Design xorshift_burst_gen_flat, sky130hd; sources not shown.
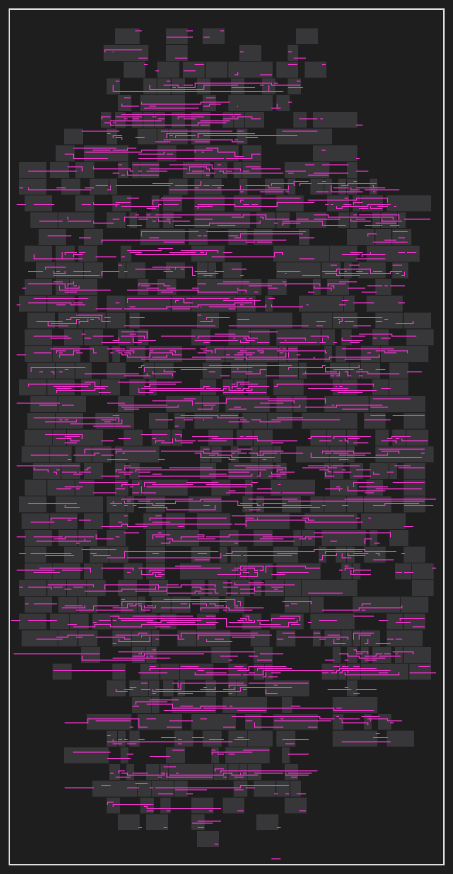
*M1 wires, run 1*
Cells faint in the background.
- longest straight run: 29.9 um
- wire length on this layer: 4400 um
- nets with wire on the layer: 514
met1 Track Usage GR: 24.8%
final wirelength: 12800 um

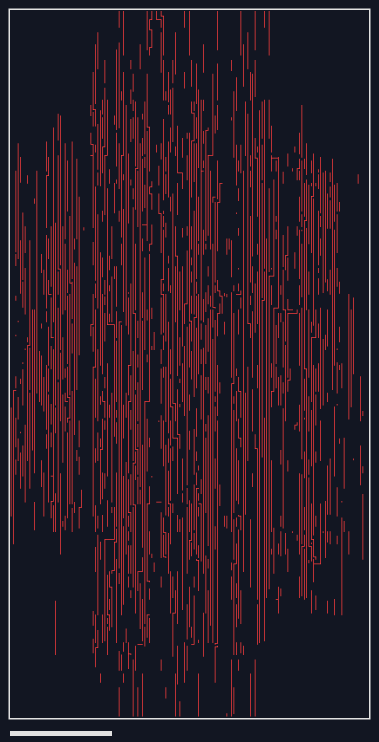
*Signal wires on met2, run 1*
Bar = 20 um.
- main direction: vertical
- wire length on this layer: 7090 um
DR vias: 3487
met2 layer usage reported by global route: 49.9%

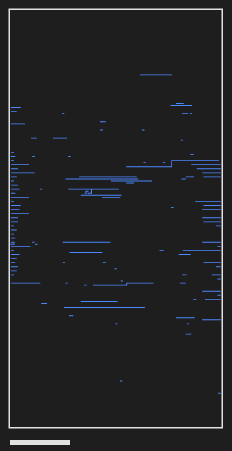
*Met3 routing, run 1*
Bar = 20 um.
- share of all routed wire: 3.7%
- main direction: horizontal
- wire length on this layer: 472 um
grt met3 use: 2.47%

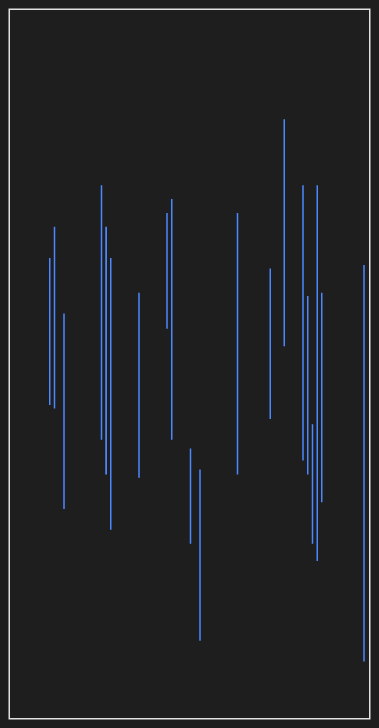
*Signal wires on met4, run 1*
- share of all routed wire: 6.6%
- nets with wire on the layer: 20
- wire length on this layer: 838 um
- main direction: vertical

==> qor.csv, run 1 <==
stage,metric,value,unit
synthesis,synth_async_sr_flop_share,0,%
layout,insertedDiodeCount,0,
setup_path,worst-r2r-setup-slack,360,ps
setup_path,path_buffers,3,
global_route,most_used_routing_layer_in_global_routing,met2,
final_timing,hold_ws,481,ps
global_route,antenna_found_initial,0,
clocking,clock_latency,290,ps
pwr,ir_worst_vdd,0.000334,V
final_timing,min_period_over_period,92.7,%
detailed_routing,post_drt_via_cell_ratio,5.58,
final_timing,worst_slack,165,ps
final_timing,grt_setup_unrepaired,true,
synthesis,post_synth_mux_share,0.281,%
clocking,clkSlewWorstSetupHoldPaths,60,ps
synthesis,yosys.stat.chipArea,3560,um2
status,outcome,finished clean,
setup_path,critical_path.max_stage_delay,530,ps
synthesis,post_synthesis_register_bit_count,43,
synthesis,enable_flop_cells,0,
clocking,post_cts_resize_count,57,
clocking,clock_net_sink_count,43,
hold_path,min_path_type,reg -> reg,
synthesis,mappedNetlistArea,3560,um2
detailed_routing,detail_route.iter0.violations,139,
setup_path,worstSetupPathDepth,4,
setup_path,cp_max_fo,10,
detailed_routing,route.met3.wl,471,um
layout,finish.instance_area,5110,um2
placement,hpwl,9760,um
detailed_routing,drt-met1-wl,4400,um
setup_path,number_of_cells_on_the_worst_reg_to_reg_path,5,
hold_path,hold_depth,2,
layout,finish.utilization,56.7,%
synthesis,yosys.area_share.simple,17.1,%
floorplan,die_area,9790,um2
final_timing,hold_viol,0,
placement,dp_slack,-778,ps
setup_path,slowest_stage,clkdlybuf4s50_1,
layout,largest_reg_flops,32,
floorplan,die_height,139,um
synthesis,yosysWarningCount,0,
layout,layout.nets,570,
run 1: through the flow:
step	instances	total power, mW	TNS, ps
floorplan	415	2.13	0
global placement	597	2.60	-18670
detailed placement	597	2.61	-19280
CTS	611	3.43	0
global route	625	3.66	0
finish	625	3.50	0
run 1: where the power goes:
group          internal [mW]  total [mW]  leakage, nW  switching [mW]
registers              0.861       0.989        0.356           0.128
logic                  0.811        1.73         1.74           0.921
clock network          0.473       0.778       0.0772           0.305
run 1: Yosys cell counts (2+ instances only):
cell type / number / area [um2]
a211oi_2: 4 / 50.1
a21oi_1: 27 / 135
a21oi_2: 3 / 26.3
a221o_1: 2 / 20.0
a221oi_1: 6 / 52.6
a22oi_1: 2 / 15.0
a2bb2oi_1: 2 / 17.5
a31oi_1: 3 / 18.8
a32o_1: 2 / 20.0
and2_1: 32 / 200
buf_2: 2 / 10.0
buf_6: 7 / 78.8
clkbuf_1: 12 / 45.0
dfxtp_1: 43 / 861
ha_1: 2 / 25.0
inv_1: 8 / 30.0
nand2_1: 23 / 86.3
nand2b_1: 2 / 12.5
nand3_1: 2 / 10.0
nand4_1: 2 / 12.5
nor2_1: 27 / 101
nor3_1: 4 / 20.0
nor4_1: 10 / 62.6
nor4_4: 2 / 42.5
o211ai_1: 4 / 30.0
o21ai_0: 14 / 70.1
o21ai_1: 8 / 40.0
o221ai_1: 2 / 17.5
o221ai_2: 5 / 75.1
o22ai_1: 3 / 18.8
o2bb2ai_1: 3 / 26.3
o31ai_1: 2 / 15.0
xnor2_1: 80 / 701
xor2_1: 42 / 368
run 1: area by class of cell:
class,count,area share (%)
Sequential cell,43,16.9
Clock buffer,8,3.06
Buffer,22,4.70
Multi-Input combinational cell,342,52.4
Inverter,8,0.588
Timing Repair Buffer,100,19.8
Tap cell,102,2.50
==> run 1 -> run 2 <==
--- a/config.mk
+++ b/config.mk
@@ -5,6 +5,7 @@
 export SDC_FILE = /design/constraint.sdc
 export NUM_CORES = 1
 export LEC_CHECK = 0
+export CAP_MARGIN = 30
 export CELL_PAD_IN_SITES_DETAIL_PLACEMENT = 0
 export CELL_PAD_IN_SITES_GLOBAL_PLACEMENT = 1
 export CORE_ASPECT_RATIO = 2
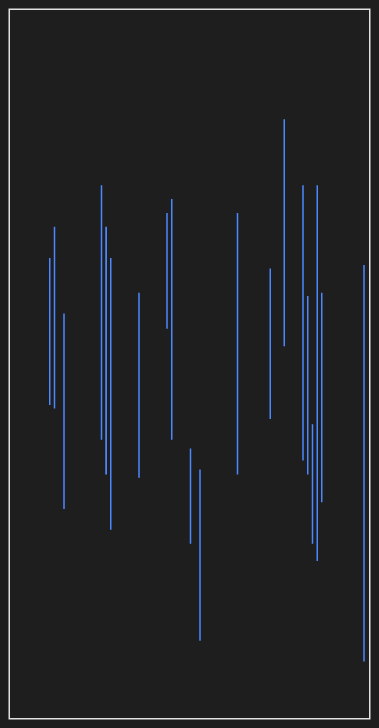
*Signal wires on met4, run 2*
- main direction: vertical
- wire length on this layer: 838 um

==> qor.csv, run 2 <==
stage,metric,value,unit,change
status,outcome,finished clean,,unchanged
synthesis,post_synthesis_register_bit_count,43,,unchanged
pwr,ir_worst_vdd,0.000334,V,unchanged
setup_path,cp_max_fo,10,,unchanged
synthesis,synth_async_sr_flop_share,0,%,unchanged
detailed_routing,detail_route.iter0.violations,139,,unchanged
pwr,pwr_total,3.50,mW,unchanged
final_timing,hold_viol,0,,unchanged
setup_path,slowest_stage,clkdlybuf4s50_1,,unchanged
global_route,grt_first_pass_wirelength,19000,um,unchanged
floorplan,die_width,70.5,um,unchanged
final_timing,report.final.setup_viol,0,,unchanged
floorplan,die_area,9790,um2,unchanged
global_route,largest_net_degree_at_the_start_of_global_routing,13,,unchanged
setup_path,crit_path_cell_trace,clkbuf_16 -> clkbuf_8 -> and2_1 -> clkdlybuf4s50_1,,unchanged
clocking,cts_tree,yes,,unchanged
synthesis,yosys.stat.chipArea,3560,um2,unchanged
synthesis,synth-cells-yosys,415,,unchanged
placement,routabilityCongestion,0.896,,unchanged
clocking,clockRootBuffer,clkbuf_16,,unchanged
setup_path,critical_path.max_stage_delay,530,ps,about the same
setup_path,worst-r2r-setup-slack,360,ps,about the same
layout,largest_reg_flops,32,,unchanged
floorplan,die_height,139,um,unchanged
layout,insertedDiodeCount,0,,unchanged
detailed_routing,drcViolationCount,0,,unchanged
detailed_routing,post_drt_via_cell_ratio,5.58,,unchanged
final_timing,maxSlewHeadroom,50.4,%,unchanged
placement,hpwl,9760,um,unchanged
clocking,cts-root-to-sink-buffers,2,,unchanged
layout,layout.cells.non_filler,625,,unchanged
layout,finish.instance_area,5110,um2,unchanged
layout,areaGrowthSynthToFinish,43.5,%,unchanged
global_route,globalRouteTotalUtil,25.7,%,unchanged
placement,portBuffers,80,,unchanged
synthesis,yosysWarningCount,0,,unchanged
synthesis,synth.top_cell.area_share,24.2,%,unchanged
final_timing,fin_setup_tns,0,ps,unchanged
placement,numPlacedInstances,597,,unchanged
final_timing,grt_setup_unrepaired,true,,unchanged
final_timing,setup_clock_skew_after_layout,6.99,ps,unchanged
synthesis,enable_flop_cells,0,,unchanged
final_timing,min_period_over_period,92.7,%,unchanged
run,maxCapViolCount,0,,unchanged
layout,layout.nets,570,,unchanged
global_route,antenna_found_initial,0,,unchanged
synthesis,yosys-top-cells-count,"xnor2_1 (80), dfxtp_1 (43), xor2_1 (42)",,unchanged
clocking,clock_latency,290,ps,about the same
floorplan,rows,49,,unchanged
setup_path,crit_path_end_kind,output pin,,unchanged
synthesis,mappedNetlistArea,3560,um2,unchanged
clocking,clock_net_sink_count,43,,unchanged
synthesis,yosys.area_share.simple,17.1,%,unchanged
detailed_routing,detail_route.wirelength,12800,um,unchanged
layout,layout.cells.most_common_list,"xnor2_1 (80), dfxtp_1 (42), xor2_1 (41), dlymetal6s2s_1 (35), and2_1 (32)",,unchanged
synthesis,synthDistinctLibCells,57,,unchanged
detailed_routing,antenna_violating_nets_post_route,0,,unchanged
placement,dp_slack,-778,ps,unchanged
synthesis,post_synth_mux_share,0.281,%,unchanged
setup_path,number_of_cells_on_the_worst_reg_to_reg_path,5,,unchanged
detailed_routing,route.vias.total,3487,,unchanged
synthesis,ys_sh_aoi,22.0,%,unchanged
final_timing,worst_slack,165,ps,unchanged
hold_path,hold_depth,2,,unchanged
setup_path,critical_path_required,1800,ps,about the same
clocking,htreeDepth,2,,unchanged
clocking,cts_inserted_buffers,5,,unchanged
layout,layout-drive-gt1-share,17.6,%,unchanged
clocking,clkSlewWorstSetupHoldPaths,60,ps,about the same
hold_path,min_path_type,reg -> reg,,unchanged
synthesis,top_area_cell,dfxtp_1,,unchanged
setup_path,criticalPathCategory,reg -> out,,unchanged
placement,detailed_place.area,4490,um2,unchanged
synthesis,yosys.stat.seqShare,24.2,%,unchanged
synthesis,ys_top_cells_by_area,"dfxtp_1 (24%), xnor2_1 (20%), xor2_1 (10%), and2_1 (5.6%), a21oi_1 (3.8%)",,unchanged
synthesis,synth_dominant_cell_count,xnor2_1,,unchanged
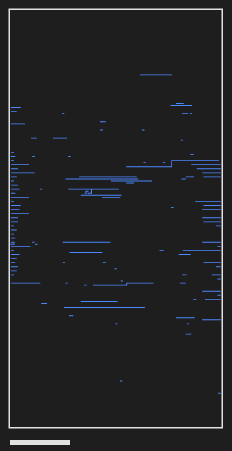
*Met3 routing, run 2*
Bar = 20 um.
- share of all routed wire: 3.7%
- wire length on this layer: 472 um
- nets with wire on the layer: 88
- main direction: horizontal
- longest straight run: 26.7 um

[run 2: cell counts after synthesis]
No cell type changed its count.
[run 2: where the power goes]
| part | switching (mW) | total (mW) | internal (mW) |
|---|---|---|---|
| combinational | 0.921 | 1.73 | 0.811 |
| sequential | 0.128 | 0.989 | 0.861 |
| clock | 0.305 | 0.778 | 0.473 |
| total | 1.35 | 3.50 | 2.15 |
[run 2: stage by stage]
stage / hold slack (ps) / util [%]
floorplan: 452 / -
global placement: 466 / 49.8
detailed placement: 472 / 49.8
CTS: 482 / 53.0
global route: 497 / 56.7
finish: 481 / 56.7
[run 2: layout make-up]
type	instances	area, um2
plain buffers	22	240
clock buffers	8	156
fillers	850	3900
inverters	8	30.0
multi-input cells	342	2680
flip-flops and latches	43	865
well taps	102	128
repair buffers	100	1010
[run 2: worst max-delay path: cells and delay by family, from the launching register on]
kind	cells	cell delay [ps]
AND/OR/NAND/NOR	1	140
buffers and inverters	3	850
flip-flops	1	360
[run 2: timing repair]
action	4_1_cts	5_1_grt
pin swaps	1	14
gates resized	57	62
buffers inserted	6	14
cloned	0	0
setup endpoints to repair	73	65
[run 2: metal layers]
| metal | up-vias | GRT usage, % | wire length (um) |
|---|---|---|---|
| met5 | - | 0 | 0 |
| met4 | 0 | 15.7 | 837 |
| met3 | 43 | 2.47 | 471 |
| met2 | 133 | 49.9 | 7090 |
| met1 | 1656 | 24.8 | 4400 |
| li1 | 1655 | - | - |
[run 2: cells by family (layout without fill, tap and decap cells)]
| logic type | count (synthesis) | count (layout) |
|---|---|---|
| XOR/XNOR | 124 | 124 |
| AND/OR/NAND/NOR | 109 | 109 |
| AND-OR/OR-AND | 106 | 106 |
| flip-flops | 43 | 43 |
| buffers and inverters | 30 | 138 |
| adder cells (fa/ha/maj) | 2 | 2 |
| multiplexers | 1 | 1 |
Power and IR drop assume default switching activity.
